<file path="config.mk">
export PLATFORM = sky130hd
export DESIGN_NAME = regfile_ctx_engine
export DESIGN_NICKNAME = d
export VERILOG_FILES = /design/src/rtl/regfile_ctx_engine.sv
export SDC_FILE = /design/constraint.sdc
export NUM_CORES = 1
export LEC_CHECK = 0
export ABC_AREA = 0
export ABC_CLOCK_PERIOD_IN_PS = 3200
export CORE_AREA = 2 2 120 122
export DETAILED_ROUTE_END_ITERATION = 8
export DIE_AREA = 0 0 122 124
export PLACE_DENSITY = 0.66
export SETUP_SLACK_MARGIN = 0.2
export SLEW_MARGIN = 20
export SYNTH_ARGS = -nofsm -noshare
export SYNTH_HDL_FRONTEND = slang
export SYNTH_SLANG_ARGS = --single-unit
</file>
<file path="constraint.sdc">
create_clock -name Clock -period 3.2 [get_ports Clock]
set_input_delay 0.96 -clock Clock [delete_from_list [all_inputs] [get_ports Clock]]
set_output_delay 0.96 -clock Clock [all_outputs]
set_load 0.01 [all_outputs]
</file>
<file path="src/rtl/regfile_ctx_engine.sv">
// Context save/restore engine for the 8-entry register file (R1-R4, S1-S4).
// Streams a masked subset of registers out on save and writes a word stream back on restore.
module regfile_ctx_engine #(
    parameter int DATA_W = 32
) (
    input  logic              Clock,
    input  logic              Reset,
    input  logic              CmdValid,
    input  logic              CmdOp,
    input  logic [7:0]        CmdMask,
    output logic              CmdReady,
    output logic [2:0]        RfOutASel,
    input  logic [DATA_W-1:0] RfOutA,
    output logic [DATA_W-1:0] RfI,
    output logic [2:0]        RfFunSel,
    output logic [3:0]        RfRegSel,
    output logic [3:0]        RfScrSel,
    output logic [DATA_W-1:0] SaveData,
    output logic [2:0]        SaveIdx,
    output logic              SaveValid,
    input  logic              SaveReady,
    input  logic [DATA_W-1:0] RestData,
    input  logic              RestValid,
    output logic              RestReady,
    output logic              Busy,
    output logic              Done
);

    typedef enum logic [2:0] {
        IDLE      = 3'd0,
        SAVE_RD   = 3'd1,
        SAVE_OUT  = 3'd2,
        REST_WAIT = 3'd3,
        REST_WR   = 3'd4,
        DONE      = 3'd5
    } state_t;

    // Index of the lowest set bit; zero when the mask is empty.
    function automatic logic [2:0] lowest_idx(input logic [7:0] m);
        logic [2:0] r;
        r = 3'd0;
        for (int i = 7; i >= 0; i--) begin
            if (m[i]) begin
                r = i[2:0];
            end
        end
        return r;
    endfunction

    // Write enable for one index as {RegSel, ScrSel}: index 0 (R1) is the MSB.
    function automatic logic [7:0] we_onehot(input logic [2:0] idx);
        return 8'h80 >> idx;
    endfunction

    state_t            state_r;
    logic [7:0]        mask_r;
    logic [2:0]        idx_r;
    logic              cmd_ready_r;
    logic              busy_r;
    logic              done_r;
    logic              save_valid_r;
    logic              rest_ready_r;
    logic [3:0]        reg_sel_r;
    logic [3:0]        scr_sel_r;
    logic [2:0]        out_a_sel_r;
    logic [DATA_W-1:0] rf_i_r;
    logic [DATA_W-1:0] save_data_r;
    logic [2:0]        save_idx_r;

    logic [7:0]        rest_mask_s;
    logic              has_next_s;
    logic [2:0]        next_idx_s;
    logic [2:0]        first_idx_s;

    // Remaining work once the current index is retired, and where a new command starts.
    always_comb begin
        rest_mask_s = 8'h00;
        has_next_s  = 1'b0;
        next_idx_s  = 3'd0;
        first_idx_s = 3'd0;
        rest_mask_s = mask_r & ~(8'h01 << idx_r);
        has_next_s  = |rest_mask_s;
        next_idx_s  = lowest_idx(rest_mask_s);
        first_idx_s = lowest_idx(CmdMask);
    end

    // Command FSM; every output is registered and set on entry to the state that owns it.
    always_ff @(posedge Clock) begin
        if (Reset) begin
            state_r      <= IDLE;
            mask_r       <= 8'h00;
            idx_r        <= 3'd0;
            cmd_ready_r  <= 1'b1;
            busy_r       <= 1'b0;
            done_r       <= 1'b0;
            save_valid_r <= 1'b0;
            rest_ready_r <= 1'b0;
            reg_sel_r    <= 4'b0000;
            scr_sel_r    <= 4'b0000;
            out_a_sel_r  <= 3'd0;
            rf_i_r       <= '0;
            save_data_r  <= '0;
            save_idx_r   <= 3'd0;
        end else begin
            case (state_r)
                IDLE: begin
                    if (CmdValid) begin
                        mask_r      <= CmdMask;
                        idx_r       <= first_idx_s;
                        cmd_ready_r <= 1'b0;
                        busy_r      <= 1'b1;
                        if (CmdMask == 8'h00) begin
                            state_r <= DONE;
                            done_r  <= 1'b1;
                        end else if (CmdOp == 1'b0) begin
                            state_r     <= SAVE_RD;
                            out_a_sel_r <= first_idx_s;
                        end else begin
                            state_r      <= REST_WAIT;
                            rest_ready_r <= 1'b1;
                        end
                    end else begin
                        state_r <= IDLE;
                    end
                end
                SAVE_RD: begin
                    save_data_r  <= RfOutA;
                    save_idx_r   <= idx_r;
                    save_valid_r <= 1'b1;
                    state_r      <= SAVE_OUT;
                end
                SAVE_OUT: begin
                    if (SaveReady) begin
                        save_valid_r <= 1'b0;
                        mask_r       <= rest_mask_s;
                        if (has_next_s) begin
                            idx_r       <= next_idx_s;
                            out_a_sel_r <= next_idx_s;
                            state_r     <= SAVE_RD;
                        end else begin
                            state_r <= DONE;
                            done_r  <= 1'b1;
                        end
                    end else begin
                        state_r <= SAVE_OUT;
                    end
                end
                REST_WAIT: begin
                    if (RestValid) begin
                        rf_i_r                 <= RestData;
                        rest_ready_r           <= 1'b0;
                        {reg_sel_r, scr_sel_r} <= we_onehot(idx_r);
                        state_r                <= REST_WR;
                    end else begin
                        state_r <= REST_WAIT;
                    end
                end
                REST_WR: begin
                    // The enable set on entry commits at this edge; drop it immediately.
                    reg_sel_r <= 4'b0000;
                    scr_sel_r <= 4'b0000;
                    mask_r    <= rest_mask_s;
                    if (has_next_s) begin
                        idx_r        <= next_idx_s;
                        rest_ready_r <= 1'b1;
                        state_r      <= REST_WAIT;
                    end else begin
                        state_r <= DONE;
                        done_r  <= 1'b1;
                    end
                end
                DONE: begin
                    done_r      <= 1'b0;
                    busy_r      <= 1'b0;
                    cmd_ready_r <= 1'b1;
                    state_r     <= IDLE;
                end
                default: begin
                    state_r      <= IDLE;
                    done_r       <= 1'b0;
                    busy_r       <= 1'b0;
                    cmd_ready_r  <= 1'b1;
                    save_valid_r <= 1'b0;
                    rest_ready_r <= 1'b0;
                    reg_sel_r    <= 4'b0000;
                    scr_sel_r    <= 4'b0000;
                end
            endcase
        end
    end

    assign CmdReady  = cmd_ready_r;
    assign Busy      = busy_r;
    assign Done      = done_r;
    assign SaveValid = save_valid_r;
    assign SaveData  = save_data_r;
    assign SaveIdx   = save_idx_r;
    assign RestReady = rest_ready_r;
    assign RfOutASel = out_a_sel_r;
    assign RfI       = rf_i_r;
    assign RfRegSel  = reg_sel_r;
    assign RfScrSel  = scr_sel_r;
    assign RfFunSel  = 3'b010;

endmodule

</file>
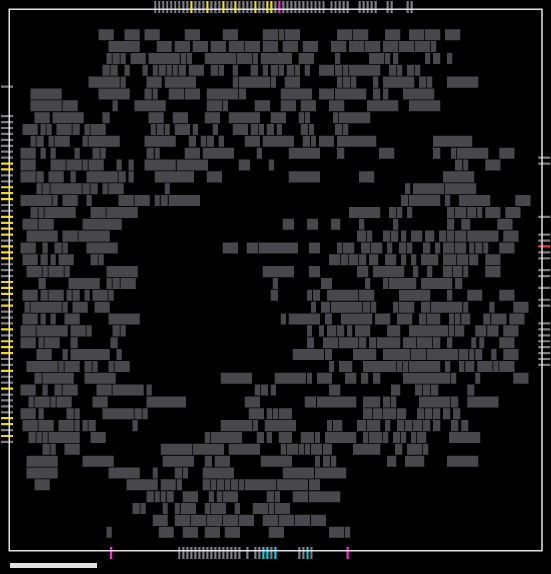
*Pin map, run 1*
The bar under the picture is 20 um long. Pins as bars across the die edge, other pins in gray.
RfFunSel: in magenta, pins 3, direction output, edge 2 south, 1 north. RfScrSel: in cyan, pins 4, direction output, edge south. SaveData: in yellow, pins 32, direction output, edge 25 west, 7 north. Done: in red, pins 1, direction output, edge east.
All pins by edge: 57 west, 57 north, 29 south, 21 east.

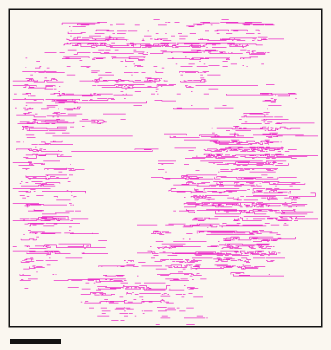
*M1 wires, run 1*
The bar under the picture is 20 um long.
The wires run mostly horizontal. The longest straight run is 31.7 um. 666 nets have wire on it.
DR vias: 4199
GR Util met1: 20.0%
wirelength, routed: 12400 um

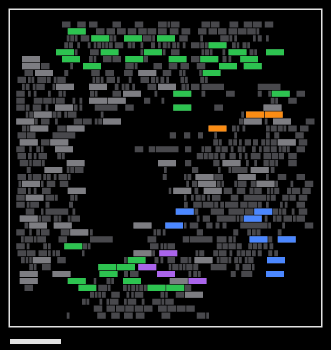
*Where the registers sit, run 1*
The bar under the picture is 20 um long. Other sequential cells in the stronger gray, the rest of the logic in the fainter gray.
RfI: in green, flops 32. state_r: in orange, flops 3. RfScrSel: in purple, flops 4, where south. mask_r: in blue, flops 8.
post-layout util: 44.4%
Seq/total area: 31.9%

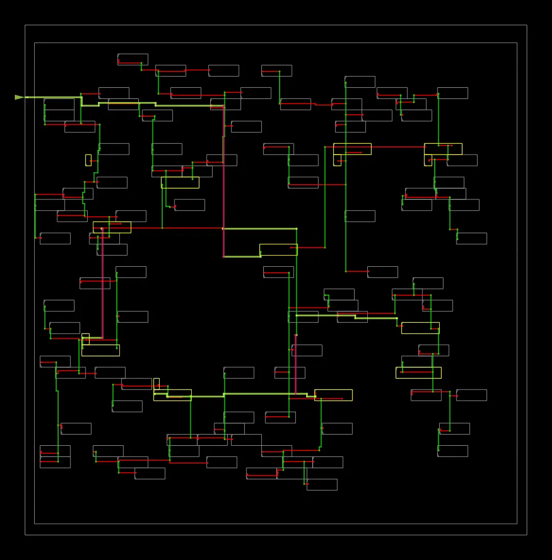
*Clock routing, run 1*
seq_cells: 97
Clock Buffer Count: 11
clock tree sinks: 97
TritonCTS Buffers: 9
Clock Skew: 0.00565 ns

## run 1: worst max-delay path by stage
stage	endpoint	depth (start not counted)
after floorplan	RfOutASel[2]	6
after global placement	RfOutASel[2]	7
after detailed placement	RfOutASel[2]	7
after CTS	RfOutASel[1]	6
after global routing	RfOutASel[2]	6
final	RfOutASel[1]	6
## run 1: flip-flops by register name, indices dropped and copies added, names as in the netlist
signal	cells
Done	1
CmdReady	1
idx_r	3
RfI	32
SaveValid	1
mask_r	8
Busy	1
SaveData	32
state_r	3
RfOutASel	3
SaveIdx	3
RfRegSel	4
RfScrSel	4
RestReady	1
## run 1: cells in the mapped netlist, types with 2 or more instances
master	number	area (um^2)
nor2_1	32	120
nor2b_1	6	37.5
o22a_4	2	35.0
a21o_1	3	22.5
buf_4	3	22.5
a221o_1	2	20.0
inv_1	10	37.5
a21oi_2	2	17.5
nor4_1	2	12.5
mux2i_1	7	70.1
clkbuf_1	29	109
nand2b_1	5	31.3
nand2_1	158	593
nor3_1	2	10.0
a32oi_1	3	26.3
conb_1	2	7.51
dfxtp_1	97	1940
o21ai_0	14	70.1
a22oi_1	4	30.0
o22ai_1	3	18.8
a211oi_1	2	15.0
a31oi_1	6	37.5
buf_2	5	25.0
nand3_1	2	10.0
o221ai_1	3	26.3
o31ai_1	3	22.5
a21oi_1	96	480
## run 1: final cells by class
| cell class | instances | area share [%] |
|---|---|---|
| repair buffers | 171 | 27.6 |
| inverters | 10 | 0.616 |
| clock inverters | 4 | 0.739 |
| flip-flops and latches | 97 | 31.9 |
| clock buffers | 11 | 3.82 |
| well taps | 180 | 3.70 |
| multi-input cells | 381 | 31.7 |
## run 1: worst min-delay path: stages, from the launching register on
cell and delay, ns:
dfxtp_1 0.31, inv_1 0.04, a21oi_1 0.05
## run 1: routing by layer
layer  track usage [%]  wire length, um  vias to the layer above
met4              5.32              116                        0
met2              26.9             6030                      157
met1              20.0             5210                     1978
met5                 0                0                        -
li1                  -                -                     2050
met3              7.10             1050                       14
## run 1: cell families (layout without fill, tap and decap cells)
logic type / after synthesis / count (layout)
AND-OR/OR-AND: 154 / 154
buffers and inverters: 48 / 196
flip-flops: 97 / 97
multiplexers: 9 / 9
other: 2 / 3
AND/OR/NAND/NOR: 215 / 215
## run 1: through the flow
step,utilization (%),cells,cell area [um^2],worst slack [ns]
2_1_floorplan,-,526,4080,1.16
3_3_place_gp,42.4,839,5820,0.495
3_5_place_dp,42.4,839,5820,0.470
4_1_cts,44.4,854,6090,0.712
5_1_grt,44.4,854,6090,0.504
6_report,44.4,854,6090,0.713
## run 1: power by group
| group | switching (mW) | total (mW) | leakage, nW | internal (mW) |
|---|---|---|---|---|
| registers | 0.0919 | 1.38 | 0.788 | 1.29 |
| clock network | 0.443 | 1.04 | 0.139 | 0.598 |
| logic | 0.371 | 0.725 | 1.21 | 0.353 |
| total | 0.906 | 3.15 | 2.13 | 2.24 |
==> results_slide.txt, run 1 <==
Key Metrics from the Run

Run status
  – Run status: finished, final reports clean

Synth
  – Synthesized area: 4070 um^2
  – Count of library flops with an enable pin: 0
  – Post-synth area from yosys stat: 4070 um^2
  – Seq share, synth: 47.7%
  – Simple Share, Synth: 21.7%
  – Mux share: 2.37%

Timing
  – Actual slew at the worst max-slew pin: 0.724 ns
  – Slew Viols, Final: 0
  – Min Tclk post-route: ~2.5 ns
  – F_max: 402 MHz
  – Setup violators final: 0
  – Rel. slew slack: 51.7%

Critical path
  – R2r endpoint: RfOutASel[1]
  – Max Fanout on Critical Path: 19
  – Reg2reg setup slack: between 0.7 and 0.8 ns
  – Worst path buffer plus inverter count: 0
  – Setup CP Type: reg2reg

Cells and area
  – Area grow syn2layout: 49.6%
  – Comb area: 1930 um^2
  – Filler cells: ~1400
  – Register area: 1940 um^2
  – Nets: 748

Floorplan
  – I/O pins: 164
  – Die Width: approximately 120 um
  – Cell Rows: 43
  – Die Ht: 124 um

Global route
  – Total Routing Usage GR: 16.6%
  – Largest net degree at the start of global routing: 36
  – Number of global-route vias before repair: roughly 4000

Pwr
  – VDD IR max: 0.000342 V
  – P_leak: 2.13 nW

Placement
  – GPL Wtd Cong: between 0.8 and 0.9
  – Port bufs: 160

Hold path
  – Worst Hold Endpoint: Done
  – HP Start: Done

CTS
  – Clk ins delay skew pair: 0.34 ns
==> run 2, diff against run 1 <==
--- a/config.mk
+++ b/config.mk
@@ -6,7 +6,7 @@
 export NUM_CORES = 1
 export LEC_CHECK = 0
 export ABC_AREA = 0
-export ABC_CLOCK_PERIOD_IN_PS = 3200
+export ABC_CLOCK_PERIOD_IN_PS = 2420
 export CORE_AREA = 2 2 120 122
 export DETAILED_ROUTE_END_ITERATION = 8
 export DIE_AREA = 0 0 122 124
==> constraint.sdc (replaced) <==
create_clock -name Clock -period 2.42 [get_ports Clock]
set_input_delay 0.726 -clock Clock [delete_from_list [all_inputs] [get_ports Clock]]
set_output_delay 0.726 -clock Clock [all_outputs]
set_load 0.01 [all_outputs]
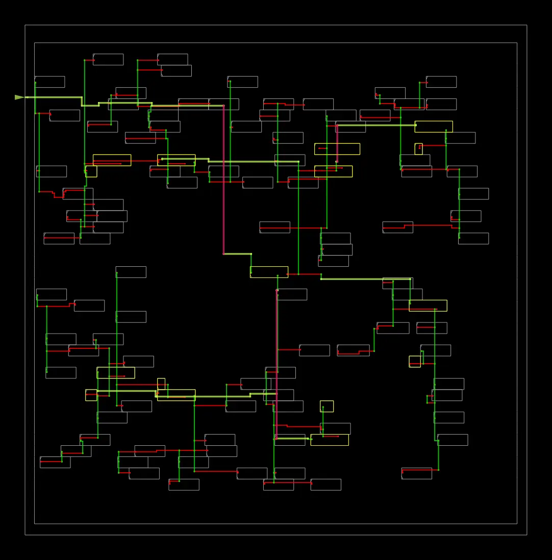
*Clock routing, run 2*
clk ins delay skew pair: 0.34 ns
Clock Buffer Count: 9
Clock Skew: 0.00623 ns
Power Clock: 1.42 mW

==> run 2 against run 1 <==
Die area unchanged. Count of clock-buffer cells in the layout decreased by 2. Largest power group unchanged. Highest routed layer unchanged. Flip-flop count did not move. Via count is 0.33% higher. Largest cell class unchanged. Sequential power rose by about 30%. Maximum frequency up 19%.
==> results_slide.txt, run 2 <==
Key Metrics from the Run

Synth
  – Synth Register Bits: 97 (unchanged)
  – Post-synthesis async set-or-reset flop share: 0% (unchanged)
  – Syn_area_per_cell: 7.76 um^2 (unchanged)
  – Synthesized area: 4070 um^2 (unchanged)
  – Count of library flops with an enable pin: 0 (unchanged)
  – Post-synth area from yosys stat: 4070 um^2 (unchanged)
  – Synth area leader: dfxtp_1 (unchanged)
  – Seq share, synth: 47.7% (unchanged)
  – Top cell area share: 47.7% (unchanged)
  – Top cells by count: nand2_1, dfxtp_1, a21oi_1 (unchanged)
  – Main area contributors: dfxtp_1, nand2_1, a21oi_1 (unchanged)

Cells and area
  – Area grow syn2layout: 54.1% (was 49.6%)
  – Design area: 6280 um^2 (was 6090 um^2)
  – Nets: 768 (was 748)
  – Filler cells: 1357 (was 1378)

Global route
  – Largest net degree at the start of global routing: 68 (was 36)
  – First-pass GRT wire length: 19700 um (was 19900 um)
  – Total Routing Usage GR: 16.4% (was 16.6%)
  – Number of global-route vias before repair: 4028 (was 4065)

Pwr
  – VDD IR max: 0.000467 V (was 0.000342 V)
  – P_leak: 2.24 nW (was 2.13 nW)

Critical path
  – Max Fanout on Critical Path: 8 (was 19)
  – Crit path DAT: 2.31 ns (was 2.69 ns)
  – Worst Setup End Kind: flop (unchanged)
  – Setup CP Type: reg2reg (unchanged)

Floorplan
  – Cell Rows: 43 (unchanged)
  – Die Ht: 124 um (unchanged)
  – Fp_density: 29.7% (unchanged)
  – Die Width: 122 um (unchanged)
  – I/O pins: 164 (unchanged)

Timing
  – Setup violators final: 0 (unchanged)
  – Slew Viols, Final: 0 (unchanged)
  – F_max: 480 MHz (was 402 MHz)
  – Rel. slew slack: 50.3% (was 51.7%)
  – Final period utilization: 86.0% (was 77.7%)
  – Min Tclk post-route: 2.08 ns (was 2.49 ns)
  – Actual slew at the worst max-slew pin: 0.741 ns (was 0.724 ns)

Placement
  – Port bufs: 160 (unchanged)
  – GPL Wtd Cong: 0.886 (was 0.880)
  – Placed Area: 5980 um^2 (was 5820 um^2)

Drt
  – Wirelength, routed: 12600 um (was 12400 um)
  – Top Layer Used: met4 (unchanged)
  – Met2 wire length: 6170 um (was 6030 um)
  – DR vias: 4213 (was 4199)
  – Met3 Wirelength: 1110 um (was 1050 um)
  – M1 WL: 5250 um (was 5210 um)
  – Via density: 4.81 (was 4.92)

CTS
  – Clock tree sinks: 97 (unchanged)
  – TritonCTS Buffers: 9 (unchanged)

Run status
  – Run status: finished, final reports clean (unchanged)
-- run 2: cell count changes in the layout (fill, tap and decap cells not counted), sizes merged --
| cell | previous run | this run |
|---|---|---|
| buf | 12 | 32 |
| clkinvlp | 0 | 3 |
| clkbuf | 11 | 9 |
-- run 2: cell type report --
class / count / area (um^2) / area share (%)
repair buffers: 191 / 1840 / 29.3
inverters: 10 / 37.5 / 0.598
multi-input cells: 381 / 1930 / 30.8
clock buffers: 9 / 225 / 3.59
clock inverters: 7 / 71.3 / 1.14
well taps: 180 / 225 / 3.59
flip-flops and latches: 97 / 1940 / 31.0
-- run 2: power breakdown --
group          internal (mW)  total (mW)  switching (mW)
Sequential              1.71        1.80          0.0919
Clock                  0.799        1.42           0.626
Combinational          0.511        1.04           0.527
Total                   3.02        4.26            1.24
-- run 2: logic make-up after synthesis --
kind of cell           count (synthesis)  share of synthesized area (%)
and+or+nand+nor                      215                           21.7
AOI/OAI and AO/OA                    154                           23.0
DFF                                   97                           47.7
buffers and inverters                 48                           5.04
muxes                                  9                           2.37
other                                  2                          0.184
-- run 2: final timing paths --
kind / startpoint / endpoint / slack (ns) / cells after the start
worst max-delay path: idx_r[0] / RfOutASel[2] / 0.34 / 6
worst min-delay path: Done / Done / 0.45 / 2
worst max register to register: idx_r[0] / RfOutASel[2] / 0.34 / 6
worst min register to register: Done / Done / 0.45 / 2
-- run 2: metrics by stage --
| stage | util [%] | worst slack, ns | instances | hold slack [ns] |
|---|---|---|---|---|
| after detailed placement | 43.6 | 0.0758 | 859 | 0.437 |
| after global placement | 43.6 | 0.0911 | 859 | 0.441 |
| after global routing | 45.8 | 0.220 | 875 | 0.465 |
| final | 45.8 | 0.338 | 875 | 0.445 |
| after floorplan | - | 0.540 | 526 | 0.470 |
| after CTS | 45.7 | 0.225 | 875 | 0.448 |
-- run 2: timing repair --
item / in CTS / in global routing
setup endpoints to repair: 0 / 5
gates resized: 0 / 2
endpoints found under the hold margin: 0 / 0
-- run 2: worst max-delay path, stage by stage, from the launching register on --
cell and delay [ns]:
dfxtp_2 0.44, mux2_2 0.38, o22a_4 0.20, nor4_4 0.41
o32a_2 0.29, mux2i_1 0.19, nor2_1 0.05
-- run 2: per-layer routing --
metal  up-vias  GRT usage (%)
li1       2093              -
met1      1968           19.5
met2       145           27.0
met3         7           7.19
met4         0           4.67
met5         -              0
Power figures rest on the tool's default switching activity, not on a simulated workload.
